**src/rtl/decode_pipe_pkg.sv**
```systemverilog
// Shared defaults and the decode output payload layout for decode_pipe.
// No ports. The payload struct is laid out at the default widths and is
// the reference shape of one decoded instruction as seen on the outputs.
package decode_pipe_pkg;

  localparam int DEF_DATA_W = 16;
  localparam int DEF_NREG   = 8;
  localparam int DEF_CTRL_W = 24;
  localparam int DEF_PEND_W = 2;
  localparam int DEF_RA_W   = $clog2(DEF_NREG);

  typedef struct packed {
    logic [DEF_DATA_W-1:0] rd1;
    logic [DEF_DATA_W-1:0] rd2;
    logic [DEF_DATA_W-1:0] imm;
    logic [DEF_CTRL_W-1:0] ctrl;
    logic [DEF_RA_W-1:0]   rd;
    logic                  we;
  } payload_t;

endpackage

```
**src/rtl/decode_scoreboard.sv**
```systemverilog
// Per-register in-flight write tracking for decode_pipe.
// Ports:
//   clk, rst            clock, asynchronous active-low reset
//   rs, rt, rd          register selects of the instruction being offered
//   rs_used, rt_used,   source-use flags and write flag of that instruction
//   we
//   issue               instruction with a destination write accepted this cycle
//   wb_en, wb_sel       writeback retiring one in-flight write
//   squash, squash_rd   held instruction with a write discarded by flush
//   hazard              offered instruction must stall
//   err                 sticky: writeback arrived with nothing in flight
// Macro DECODE_PIPE_BYPASS_EN: a same-cycle writeback clears a source dependency.
module decode_scoreboard
  import decode_pipe_pkg::*;
#(
  parameter int NREG   = DEF_NREG,
  parameter int PEND_W = DEF_PEND_W,
  localparam int RA_W  = $clog2(NREG)
) (
  input  logic            clk,
  input  logic            rst,
  input  logic [RA_W-1:0] rs,
  input  logic [RA_W-1:0] rt,
  input  logic [RA_W-1:0] rd,
  input  logic            rs_used,
  input  logic            rt_used,
  input  logic            we,
  input  logic            issue,
  input  logic            wb_en,
  input  logic [RA_W-1:0] wb_sel,
  input  logic            squash,
  input  logic [RA_W-1:0] squash_rd,
  output logic            hazard,
  output logic            err
);

`ifdef DECODE_PIPE_BYPASS_EN
  localparam bit BYPASS = 1'b1;
`else
  localparam bit BYPASS = 1'b0;
`endif

  localparam logic [PEND_W-1:0] PEND_MAX = '1;

  logic [PEND_W-1:0] pend [NREG];

  // A source is busy while its effective count is non-zero; with bypass a
  // writeback landing this cycle retires one outstanding write early.
  function automatic logic busy(input logic [PEND_W-1:0] cnt, input logic wb_hit);
    return (cnt != '0) && !(BYPASS && wb_hit && cnt == PEND_W'(1));
  endfunction

  // Net counter update; decrements never go below zero and a writeback to an
  // idle counter is the error case, so it does not cancel a same-cycle issue.
  function automatic logic [PEND_W-1:0] pend_next(input logic [PEND_W-1:0] cnt,
                                                  input logic inc, input logic wb_hit,
                                                  input logic sq_hit);
    logic [PEND_W:0] up;
    logic [PEND_W:0] down;
    up   = {1'b0, cnt} + (PEND_W+1)'(inc);
    down = (PEND_W+1)'(wb_hit && cnt != '0) + (PEND_W+1)'(sq_hit);
    if (down >= up) return '0;
    up = up - down;
    return (up > {1'b0, PEND_MAX}) ? PEND_MAX : up[PEND_W-1:0];
  endfunction

  assign hazard = (rs_used && busy(pend[rs], wb_en && wb_sel == rs)) ||
                  (rt_used && busy(pend[rt], wb_en && wb_sel == rt)) ||
                  (we && pend[rd] == PEND_MAX);

  always_ff @(posedge clk or negedge rst) begin
    if (!rst) begin
      for (int i = 0; i < NREG; i++) pend[i] <= '0;
      err <= 1'b0;
    end else begin
      for (int i = 0; i < NREG; i++) begin
        pend[i] <= pend_next(pend[i], issue && rd == RA_W'(i),
                             wb_en && wb_sel == RA_W'(i),
                             squash && squash_rd == RA_W'(i));
      end
      if (wb_en && pend[wb_sel] == '0) err <= 1'b1;
    end
  end

endmodule

```
**src/rtl/decode_pipe.sv**
```systemverilog
// Decode stage: register file read, scoreboard interlock, one-entry output
// register with valid/ready handshakes on both sides.
// Ports:
//   clk, rst                        clock, asynchronous active-low reset
//   in_valid/in_ready               upstream handshake
//   in_rs, in_rt, in_rd             source and destination selects
//   in_rs_used, in_rt_used, in_we   source-use and write-enable flags
//   in_imm, in_ctrl                 pass-through payload
//   wb_en, wb_sel, wb_data          register file writeback
//   flush                           squash held and incoming instruction
//   out_valid/out_ready             downstream handshake
//   out_rd1, out_rd2, out_imm,      decoded payload
//   out_ctrl, out_rd, out_we
//   err                             sticky scoreboard error
// Macro DECODE_PIPE_BYPASS_EN: reads of the register being written this
// cycle return wb_data (undefined: stored value, one extra stall per RAW).
module decode_pipe
  import decode_pipe_pkg::*;
#(
  parameter int DATA_W = DEF_DATA_W,
  parameter int NREG   = DEF_NREG,
  parameter int CTRL_W = DEF_CTRL_W,
  parameter int PEND_W = DEF_PEND_W,
  localparam int RA_W  = $clog2(NREG)
) (
  input  logic              clk,
  input  logic              rst,
  input  logic              in_valid,
  output logic              in_ready,
  input  logic [RA_W-1:0]   in_rs,
  input  logic [RA_W-1:0]   in_rt,
  input  logic [RA_W-1:0]   in_rd,
  input  logic              in_rs_used,
  input  logic              in_rt_used,
  input  logic              in_we,
  input  logic [DATA_W-1:0] in_imm,
  input  logic [CTRL_W-1:0] in_ctrl,
  input  logic              wb_en,
  input  logic [RA_W-1:0]   wb_sel,
  input  logic [DATA_W-1:0] wb_data,
  input  logic              flush,
  output logic              out_valid,
  input  logic              out_ready,
  output logic [DATA_W-1:0] out_rd1,
  output logic [DATA_W-1:0] out_rd2,
  output logic [DATA_W-1:0] out_imm,
  output logic [CTRL_W-1:0] out_ctrl,
  output logic [RA_W-1:0]   out_rd,
  output logic              out_we,
  output logic              err
);

`ifdef DECODE_PIPE_BYPASS_EN
  localparam bit BYPASS = 1'b1;
`else
  localparam bit BYPASS = 1'b0;
`endif

  logic [DATA_W-1:0] regs [NREG];
  logic [DATA_W-1:0] rd1;
  logic [DATA_W-1:0] rd2;
  logic              hazard;
  logic              accept;
  logic              squash;

  assign rd1 = (BYPASS && wb_en && wb_sel == in_rs) ? wb_data : regs[in_rs];
  assign rd2 = (BYPASS && wb_en && wb_sel == in_rt) ? wb_data : regs[in_rt];

  // rst gates in_ready so nothing is offered as accepted while held in reset.
  assign in_ready = rst && (!out_valid || out_ready) && !hazard && !flush;
  assign accept   = in_valid && in_ready;
  // A held write discarded by flush gives its in-flight slot back; if it is
  // consumed in the same cycle it stays in flight.
  assign squash   = flush && out_valid && out_we && !out_ready;

  decode_scoreboard #(
    .NREG   (NREG),
    .PEND_W (PEND_W)
  ) u_scoreboard (
    .clk       (clk),
    .rst       (rst),
    .rs        (in_rs),
    .rt        (in_rt),
    .rd        (in_rd),
    .rs_used   (in_rs_used),
    .rt_used   (in_rt_used),
    .we        (in_we),
    .issue     (accept && in_we),
    .wb_en     (wb_en),
    .wb_sel    (wb_sel),
    .squash    (squash),
    .squash_rd (out_rd),
    .hazard    (hazard),
    .err       (err)
  );

  always_ff @(posedge clk or negedge rst) begin
    if (!rst) begin
      for (int i = 0; i < NREG; i++) regs[i] <= '0;
    end else if (wb_en) begin
      regs[wb_sel] <= wb_data;
    end
  end

  // Output register stage
  always_ff @(posedge clk or negedge rst) begin
    if (!rst) begin
      out_valid <= 1'b0;
      out_rd1   <= '0;
      out_rd2   <= '0;
      out_imm   <= '0;
      out_ctrl  <= '0;
      out_rd    <= '0;
      out_we    <= 1'b0;
    end else begin
      if (flush)          out_valid <= 1'b0;
      else if (accept)    out_valid <= 1'b1;
      else if (out_ready) out_valid <= 1'b0;
      if (accept) begin
        out_rd1  <= rd1;
        out_rd2  <= rd2;
        out_imm  <= in_imm;
        out_ctrl <= in_ctrl;
        out_rd   <= in_rd;
        out_we   <= in_we;
      end
    end
  end

endmodule

```
**config.mk**
```make
export PLATFORM = sky130hd
export DESIGN_NAME = decode_pipe
export DESIGN_NICKNAME = d
export VERILOG_FILES = /design/src/rtl/decode_pipe_pkg.sv /design/src/rtl/decode_scoreboard.sv /design/src/rtl/decode_pipe.sv
export SDC_FILE = /design/constraint.sdc
export NUM_CORES = 1
export LEC_CHECK = 0
export CAP_MARGIN = 20
export CORE_MARGIN = 2
export CORE_UTILIZATION = 50
export CTS_CLUSTER_DIAMETER = 200
export DETAILED_ROUTE_END_ITERATION = 10
export PLACE_DENSITY = 0.71
export SETUP_SLACK_MARGIN = 0.05
export SLEW_MARGIN = 20
export SYNTH_ARGS = -nofsm -noshare
export SYNTH_HDL_FRONTEND = slang
export SYNTH_HIERARCHICAL = 1
export SYNTH_SLANG_ARGS = --single-unit
```
**constraint.sdc**
```tcl
create_clock -name clk -period 3.75 [get_ports clk]
set_input_delay 0.375 -clock clk [delete_from_list [all_inputs] [get_ports clk]]
set_output_delay 0.375 -clock clk [all_outputs]
set_load 0.01 [all_outputs]
```
Run 1, routed clock nets over the placement:
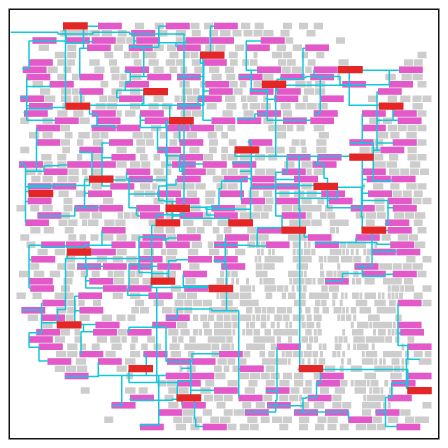
Key: magenta = flip-flops [count 222]; red = cells driving clock nets [count 26]; cyan = clock wires [length 2980 um]
Position of the flops: widely spread.
Fin Clk Skew: 0.0275 ns
clock network fraction of total power: 33.1%
Clk. pwr: 2.62 mW

Run 1, cells colored by class:
Scale bar: 50 um.
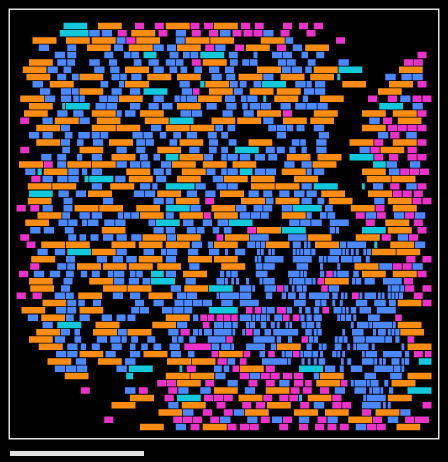
Key: magenta = other buffers and delay cells [cells 188, share of their area 13%]; cyan = clock drivers and dummy loads [cells 47, share of their area 6.2%]; orange = flip-flops [cells 222, share of their area 38%]; blue = all other logic [cells 684, share of their area 43%]
CORE AREA: 23600 um^2
post-route design area: 14900 um^2

Run 1, floorplan with the power grid:
Pins as bars on the die edge. Tap cells in gray.
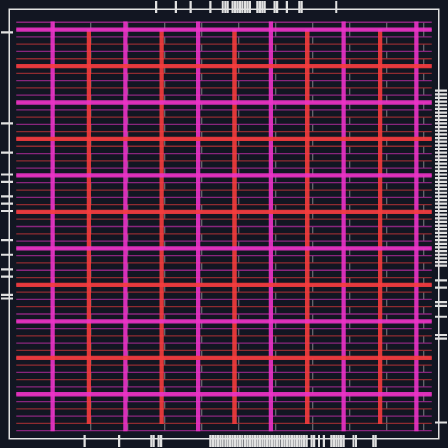
Key: red = VDD; magenta = VSS
319 tap cells. 156 signal pins sit on the boundary. 11 straps on met5. The core has 56 rows.
Die Wd: 160 um
die height: 160 um

Run 1, routing congestion:
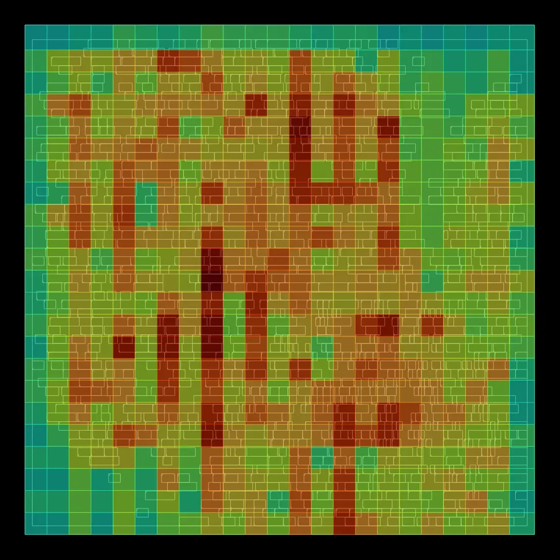
GRT Util Overall: 25.8%
met3 global-route usage: 4.68%
GR Layer Usage met2: 41.9%
drt wl/cell: 22.6 um
final core occ: 63.1%

==> flow_summary_export.csv, run 1 <==
group,metric,value,unit
outcome,status,"complete, no violations",
worst_setup_path,critPathLaunchType,"register",
placement,dpl_cell_area,14000,um^2
timing,relSlewSlack,26.7,%
power,internal_power,5.72,mW
routing,ant_nets,0,
power,powerSeq,3.32,mW
finish,lay_top_cells,"mux2_2, dfrtp_1, clkdlybuf4s50_1",
worst_setup_path,critPathCaptureType,"primary output",
worst_setup_path,r2r-end,"u_scoreboard/pend[6]",
worst_setup_path,reg2reg_slack,0.34,ns
placement,dp_hpwl,20.2,mm
power,power_density,530,nW/um^2
floorplan,taps,319,
yosys,largest_area_cell,"dfrtp_1",
finish,seq_share,37.3,%
power,p_leak,6.30,nW
yosys,synth_top_cell_by_count,"mux2_2",
placement,place.port_buffers,155,
routing,drc,0,
yosys,yosys.area_share.xor_xnor,0.579,%
worst_setup_path,worst-path-buf-inv,2,
finish,logic_area,6090,um^2
placement,gp_congestion,0.873,
yosys,yosysUniqueCellTypes,50,
routing,vias_per_cell,5.98,
timing,setup_viol,0,
finish,largest_class,"combinational gates",
finish,comb_share,40.8,%
power,ir_worst_vdd,0.408,mV
worst_setup_path,cp.required,3.38,ns
yosys,synthArstFlopShare,100,%
power,top_power_group,"sequential cells",
yosys,syn_area_per_cell,12.5,um^2
finish,buffers,188,
timing,fin_crit_sh,93.0,%
finish,areaGrowthSynthToFinish,23.1,%
finish,nFillCells,1877,
yosys,netlist_area,12100,um^2
clock_network,cts.sinks,222,
clock_network,clk_latency,0.56,ns
clock_network,cts_tree,"done",
yosys,ys_chip_area,12100,um^2
timing,finalWorstPathRequiredPeriod,3.49,ns
yosys,area_leaders,"dfrtp_1, mux2_2, mux2i_1",
global_routing,grt_pass1_wl,52.0,mm
clock_network,cts_max_path_buffers,3,
timing,hold_violations,0,
yosys,synthMuxAreaShare,27.9,%
flow_run,maxCapViolations,0,
yosys,synth.logic.top_family,"multiplexers",
finish,layout.nets,1247,
finish,largest_register,"regs",
yosys,syn_nets,1094,
yosys,synth_adder_area_share,5.95,%
placement,dp.cells,1411,
worst_setup_path,reg2reg_from,"u_scoreboard/pend[3]",
power,p_sw,2.19,mW
routing,wl,33.1,mm
finish,num-multi-input-gates,647,
power,netSwitchingFraction,27.6,%
finish,buf_share,12.2,%
yosys,synth_flops,222,
timing,maxSlewViolCount,0,
clock_network,cts-root-buf,"clkbuf_16",
routing,dr_wl_met3,1.97,mm
global_routing,use_met1,35.9,%
worst_setup_path,critPathArrivalTime,3.11,ns
flow_run,warning_count,26,
global_routing,antenna_found_initial,1,
power,pwr-share-comb,24.9,%
yosys,ys_cells,969,
routing,wl_met2,15.5,mm
power,power.share.sequential,42.0,%
finish,clock_tree_area_fraction,6.05,%
yosys,aoi_share,10.3,%
finish,ff_count,222,
global_routing,gr-total-overflow,0,
worst_setup_path,cp_slowest_cell,"mux4_2",
worst_setup_path,crit_chain,"nor2_1, mux4_2, nand3b_4, nand4_1, nand2b_1, buf_4, nor3_1, clkdlybuf4s50_1",
yosys,ff_type,"dfrtp_1",
clock_network,cts_hold_buf,1,
worst_setup_path,rr_worst_depth,15,
finish,regArea,5560,um^2
yosys,synth-edff-count,0,
worst_setup_path,cp.depth,8,
finish,drive_gt1_share,27.9,%
routing,wl_met1,15.0,mm
==> run 2, diff against run 1 <==
--- a/config.mk
+++ b/config.mk
@@ -17,3 +17,4 @@
 export SYNTH_HDL_FRONTEND = slang
 export SYNTH_HIERARCHICAL = 1
 export SYNTH_SLANG_ARGS = --single-unit
+export TNS_END_PERCENT = 50
Run 2, register map, names as in the netlist:
Other sequential cells in the stronger gray, the rest of the logic in the fainter gray.
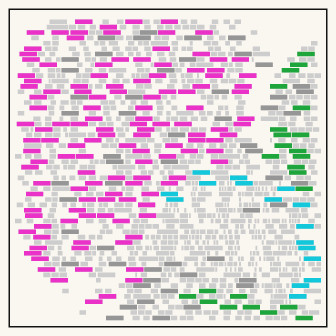
Key: cyan = u_scoreboard/pend [flops 16]; green = out_ctrl [flops 24]; magenta = regs [flops 128]
Another 54 sequential cells are not colored.
register area: 5560 um^2
sequential share of cell area: 37.3%

Run 2, floorplan with the power grid:
Pins as bars on the die edge. Tap cells in gray.
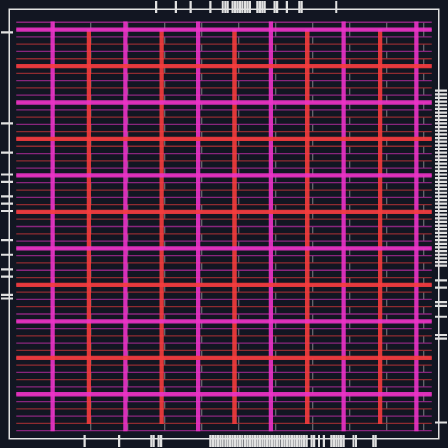
Key: magenta = VSS; red = VDD
The core has 56 rows. 57 met1 rails follow the rows. 11 straps on met4. 319 tap cells.
peak supply drop: 0.408 mV

==> flow_summary_export.csv, run 2 <==
group,metric,value,unit
outcome,status,"complete, no violations",
global_routing,grt_pass1_wl,52.0,mm
yosys,yosysUniqueCellTypes,50,
placement,dp.cells,1411,
hold_path,min_path_type,"in -> async",
worst_setup_path,cp.required,3.38,ns
global_routing,grtUsageMet3,4.68,%
routing,wl_met1,15.0,mm
yosys,synth-edff-count,0,
global_routing,use_met2,41.9,%
yosys,synth_flops,222,
timing,hold_violations,0,
routing,wire_per_inst,22.6,um
worst_setup_path,crit_chain,"nor2_1, mux4_2, nand3b_4, nand4_1, nand2b_1, buf_4, nor3_1, clkdlybuf4s50_1",
finish,largest_register,"regs",
power,power_density,530,nW/um^2
yosys,top_cells_by_count,"mux2_2, dfrtp_1, mux2i_1",
worst_setup_path,worst-path-buf-inv,2,
finish,layout.nets,1247,
finish,comb_share,40.8,%
yosys,ys_sh_simple,5.59,%
routing,drc,0,
floorplan,die_width,160,um
finish,reg_top3,"regs (128), out_ctrl (24)",
clock_network,clk_latency,0.56,ns
timing,relSlewSlack,26.7,%
finish,drive_gt1_share,27.9,%
placement,dp_hpwl,20.2,mm
power,top_power_group,"sequential cells",
yosys,netlist_area,12100,um^2
finish,areaGrowthSynthToFinish,23.1,%
placement,place.port_buffers,155,
routing,wl,33.1,mm
yosys,aoi_share,10.3,%
yosys,syn_nets,1094,
global_routing,antenna_found_initial,1,
timing,fin_skew,0.0275,ns
placement,gp_congestion,0.873,
placement,dpl_cell_area,14000,um^2
power,pwr-share-comb,24.9,%
yosys,ys_cells,969,
floorplan,die-height,160,um
clock_network,cts_hold_buf,1,
timing,maxSlewViolCount,0,
floorplan,pin_count,156,
power,p_leak,6.30,nW
finish,num_antenna_cells,1,
routing,wl_met2,15.5,mm
worst_setup_path,crit_fanout,34,
worst_setup_path,critPathArrivalTime,3.11,ns
global_routing,grt_use_total,25.8,%
global_routing,use_met1,35.9,%
yosys,ys_chip_area,12100,um^2
routing,vias_per_cell,5.98,
routing,ant_nets,0,
worst_setup_path,r2r-end,"u_scoreboard/pend[6]",
routing,num_vias,8734,
power,internal_power,5.72,mW
finish,num-multi-input-gates,647,
yosys,area_leaders,"dfrtp_1, mux2_2, mux2i_1",
timing,setup_viol,0,
floorplan,die_area,25500,um^2
timing,fin_crit_sh,93.0,%
clock_network,cts-root-buf,"clkbuf_16",
routing,dr_wl_met3,1.97,mm
yosys,ff_type,"dfrtp_1",
global_routing,gr-total-overflow,0,
finish,clock_tree_area_fraction,6.05,%
clock_network,cts.sinks,222,
yosys,ys_warn_count,6,
finish,buffers,188,
yosys,syn_area_per_cell,12.5,um^2
finish,final_area,14900,um^2
flow_run,maxCapViolations,0,
yosys,synth_top_cell_by_count,"mux2_2",
worst_setup_path,critPathLaunchType,"register",
worst_setup_path,cp-startpoint,"u_scoreboard/pend[3]",
yosys,synthMuxAreaShare,27.9,%
finish,lay_top_cells,"mux2_2, dfrtp_1, clkdlybuf4s50_1",
worst_setup_path,cp_slowest_cell,"mux4_2",
floorplan,taps,319,
flow_run,warning_count,26,
yosys,ys_seq_share,45.9,%
power,p_clk,2.62,mW
floorplan,coreArea,23600,um^2
power,power.share.sequential,42.0,%
finish,logic_area,6090,um^2
worst_setup_path,critPathCaptureType,"primary output",
finish,fin_util,63.1,%
power,power_frac_clock,33.1,%
worst_setup_path,crit_type,"reg -> out",
worst_setup_path,reg2reg_slack,0.34,ns
timing,fin_tns_setup,0,ns
global_routing,grt_pass1_vias,9099,
finish,ff_count,222,
finish,nFillCells,1877,
yosys,yosys.area_share.xor_xnor,0.579,%
finish,buf_share,12.2,%
yosys,largest_area_cell,"dfrtp_1",
finish,largest_class,"combinational gates",
worst_setup_path,reg2reg_from,"u_scoreboard/pend[3]",
yosys,synthArstFlopShare,100,%
floorplan,fp-utilization,51.3,%
worst_setup_path,cp.depth,8,
yosys,synth_adder_area_share,5.95,%
power,powerSeq,3.32,mW
yosys,synth.logic.top_family,"multiplexers",
timing,finalWorstPathRequiredPeriod,3.49,ns
clock_network,cts_max_path_buffers,3,
power,netSwitchingFraction,27.6,%
power,p_sw,2.19,mW
worst_setup_path,rr_worst_depth,15,
clock_network,cts_tree,"done",
Run 2, routed clock nets over the placement:
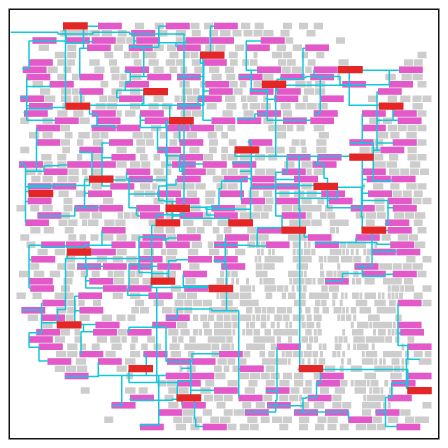

==> run 3, diff against run 2 <==
--- a/config.mk
+++ b/config.mk
@@ -8,6 +8,7 @@
 export CAP_MARGIN = 20
 export CORE_MARGIN = 2
 export CORE_UTILIZATION = 50
+export CTS_BUF_LIST = sky130_fd_sc_hd__clkbuf_4
 export CTS_CLUSTER_DIAMETER = 200
 export DETAILED_ROUTE_END_ITERATION = 10
 export PLACE_DENSITY = 0.71
Run 3, routed clock nets over the placement:
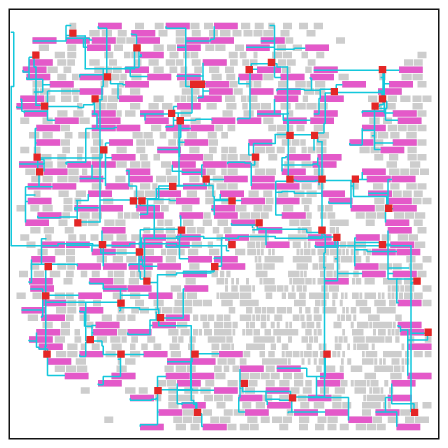
Key: cyan = clock wires [length 3200 um]; red = cells driving clock nets [count 58]; magenta = flip-flops [count 222]
Position of the flops: widely spread. There are 59 routed clock nets.
clk latency late pin: 0.73 ns
clock network fraction of total power: 28.2%
Clk. pwr: 2.07 mW
Fin Clk Skew: 0.0612 ns

==> flow_summary_export.csv, run 3 <==
group,metric,value,unit
yosys,synth-edff-count,0,
worst_setup_path,crit_type,"reg -> out",
finish,comb_share,41.3,%
placement,dp.cells,1411,
worst_setup_path,crit_fanout,34,
power,ir_worst_vdd,0.281,mV
flow_run,warning_count,26,
finish,largest_class,"combinational gates",
worst_setup_path,reg2reg_slack,0.34,ns
power,internal_power,5.19,mW
power,pwr-share-comb,26.8,%
floorplan,die-height,160,um
global_routing,grtUsageMet3,4.44,%
yosys,area_leaders,"dfrtp_1, mux2_2, mux2i_1",
finish,largest_register,"regs",
routing,dr_wl_met3,1.94,mm
finish,reg_top3,"regs (128), out_ctrl (24)",
power,power.share.sequential,45.1,%
yosys,ys_warn_count,6,
floorplan,fp-utilization,51.3,%
yosys,yosys.area_share.xor_xnor,0.579,%
timing,maxSlewViolCount,0,
power,p_sw,2.17,mW
timing,setup_viol,0,
clock_network,cts_max_path_buffers,3,
worst_setup_path,cp.depth,8,
finish,lay_top_cells,"mux2_2, dfrtp_1, clkdlybuf4s50_1",
finish,logic_area,6090,um^2
floorplan,pin_count,156,
worst_setup_path,r2r-end,"u_scoreboard/pend[6]",
placement,dp_hpwl,20.2,mm
global_routing,use_met2,42.1,%
floorplan,die_area,25500,um^2
worst_setup_path,crit_chain,"nor2_1, mux4_2, nand3b_4, nand4_1, nand2b_1, buf_8, nor3_1, clkdlybuf4s50_1",
finish,clock_tree_area_fraction,4.90,%
finish,ff_count,222,
finish,final_area,14700,um^2
finish,drive_gt1_share,31.1,%
power,netSwitchingFraction,29.5,%
floorplan,taps,319,
worst_setup_path,rr_worst_depth,15,
routing,wl_met1,15.1,mm
finish,regArea,5560,um^2
placement,dpl_cell_area,14000,um^2
timing,relSlewSlack,23.9,%
yosys,synth_adder_area_share,5.95,%
yosys,aoi_share,10.3,%
yosys,synth_flops,222,
global_routing,use_met1,35.6,%
finish,num-multi-input-gates,647,
global_routing,grt_pass1_wl,52.3,mm
finish,num_antenna_cells,3,
placement,place.port_buffers,155,
worst_setup_path,reg2reg_from,"u_scoreboard/pend[3]",
yosys,ff_type,"dfrtp_1",
global_routing,grt_use_total,26.1,%
power,top_power_group,"sequential cells",
routing,wl,33.4,mm
yosys,top_cells_by_count,"mux2_2, dfrtp_1, mux2i_1",
power,p_leak,6.29,nW
yosys,ys_seq_share,45.9,%
routing,ant_nets,0,
routing,vias_per_cell,5.91,
clock_network,cts.sinks,222,
floorplan,die_width,160,um
hold_path,min_path_type,"in -> async",
worst_setup_path,cp_slowest_cell,"clkdlybuf4s50_1",
global_routing,grt_pass1_vias,9354,
yosys,synth.logic.top_family,"multiplexers",
yosys,syn_nets,1094,
global_routing,antenna_found_initial,2,
routing,num_vias,8953,
finish,layout.nets,1279,
routing,drc,0,
clock_network,cts-root-buf,"clkbuf_4",
clock_network,cts_tree,"done",
worst_setup_path,cp.required,3.38,ns
power,power_density,499,nW/um^2
yosys,ys_sh_simple,5.59,%
routing,wl_met2,15.6,mm
yosys,ys_cells,969,
yosys,yosysUniqueCellTypes,50,
worst_setup_path,critPathLaunchType,"register",
outcome,status,"complete, no violations",
finish,nFillCells,1918,
routing,wire_per_inst,22.1,um
Run 3, register map, names as in the netlist:
Other sequential cells in the stronger gray, the rest of the logic in the fainter gray.
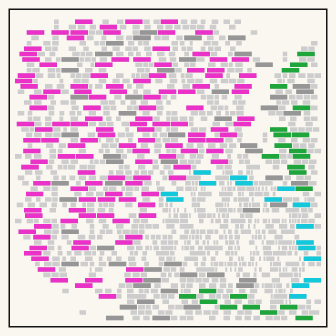
Key: green = out_ctrl [flops 24]; cyan = u_scoreboard/pend [flops 16]; magenta = regs [flops 128]
Another 54 sequential cells are not colored.
sequential share of cell area: 37.7%
final core occ: 62.4%

Power figures rest on the tool's default switching activity, not on a simulated workload.
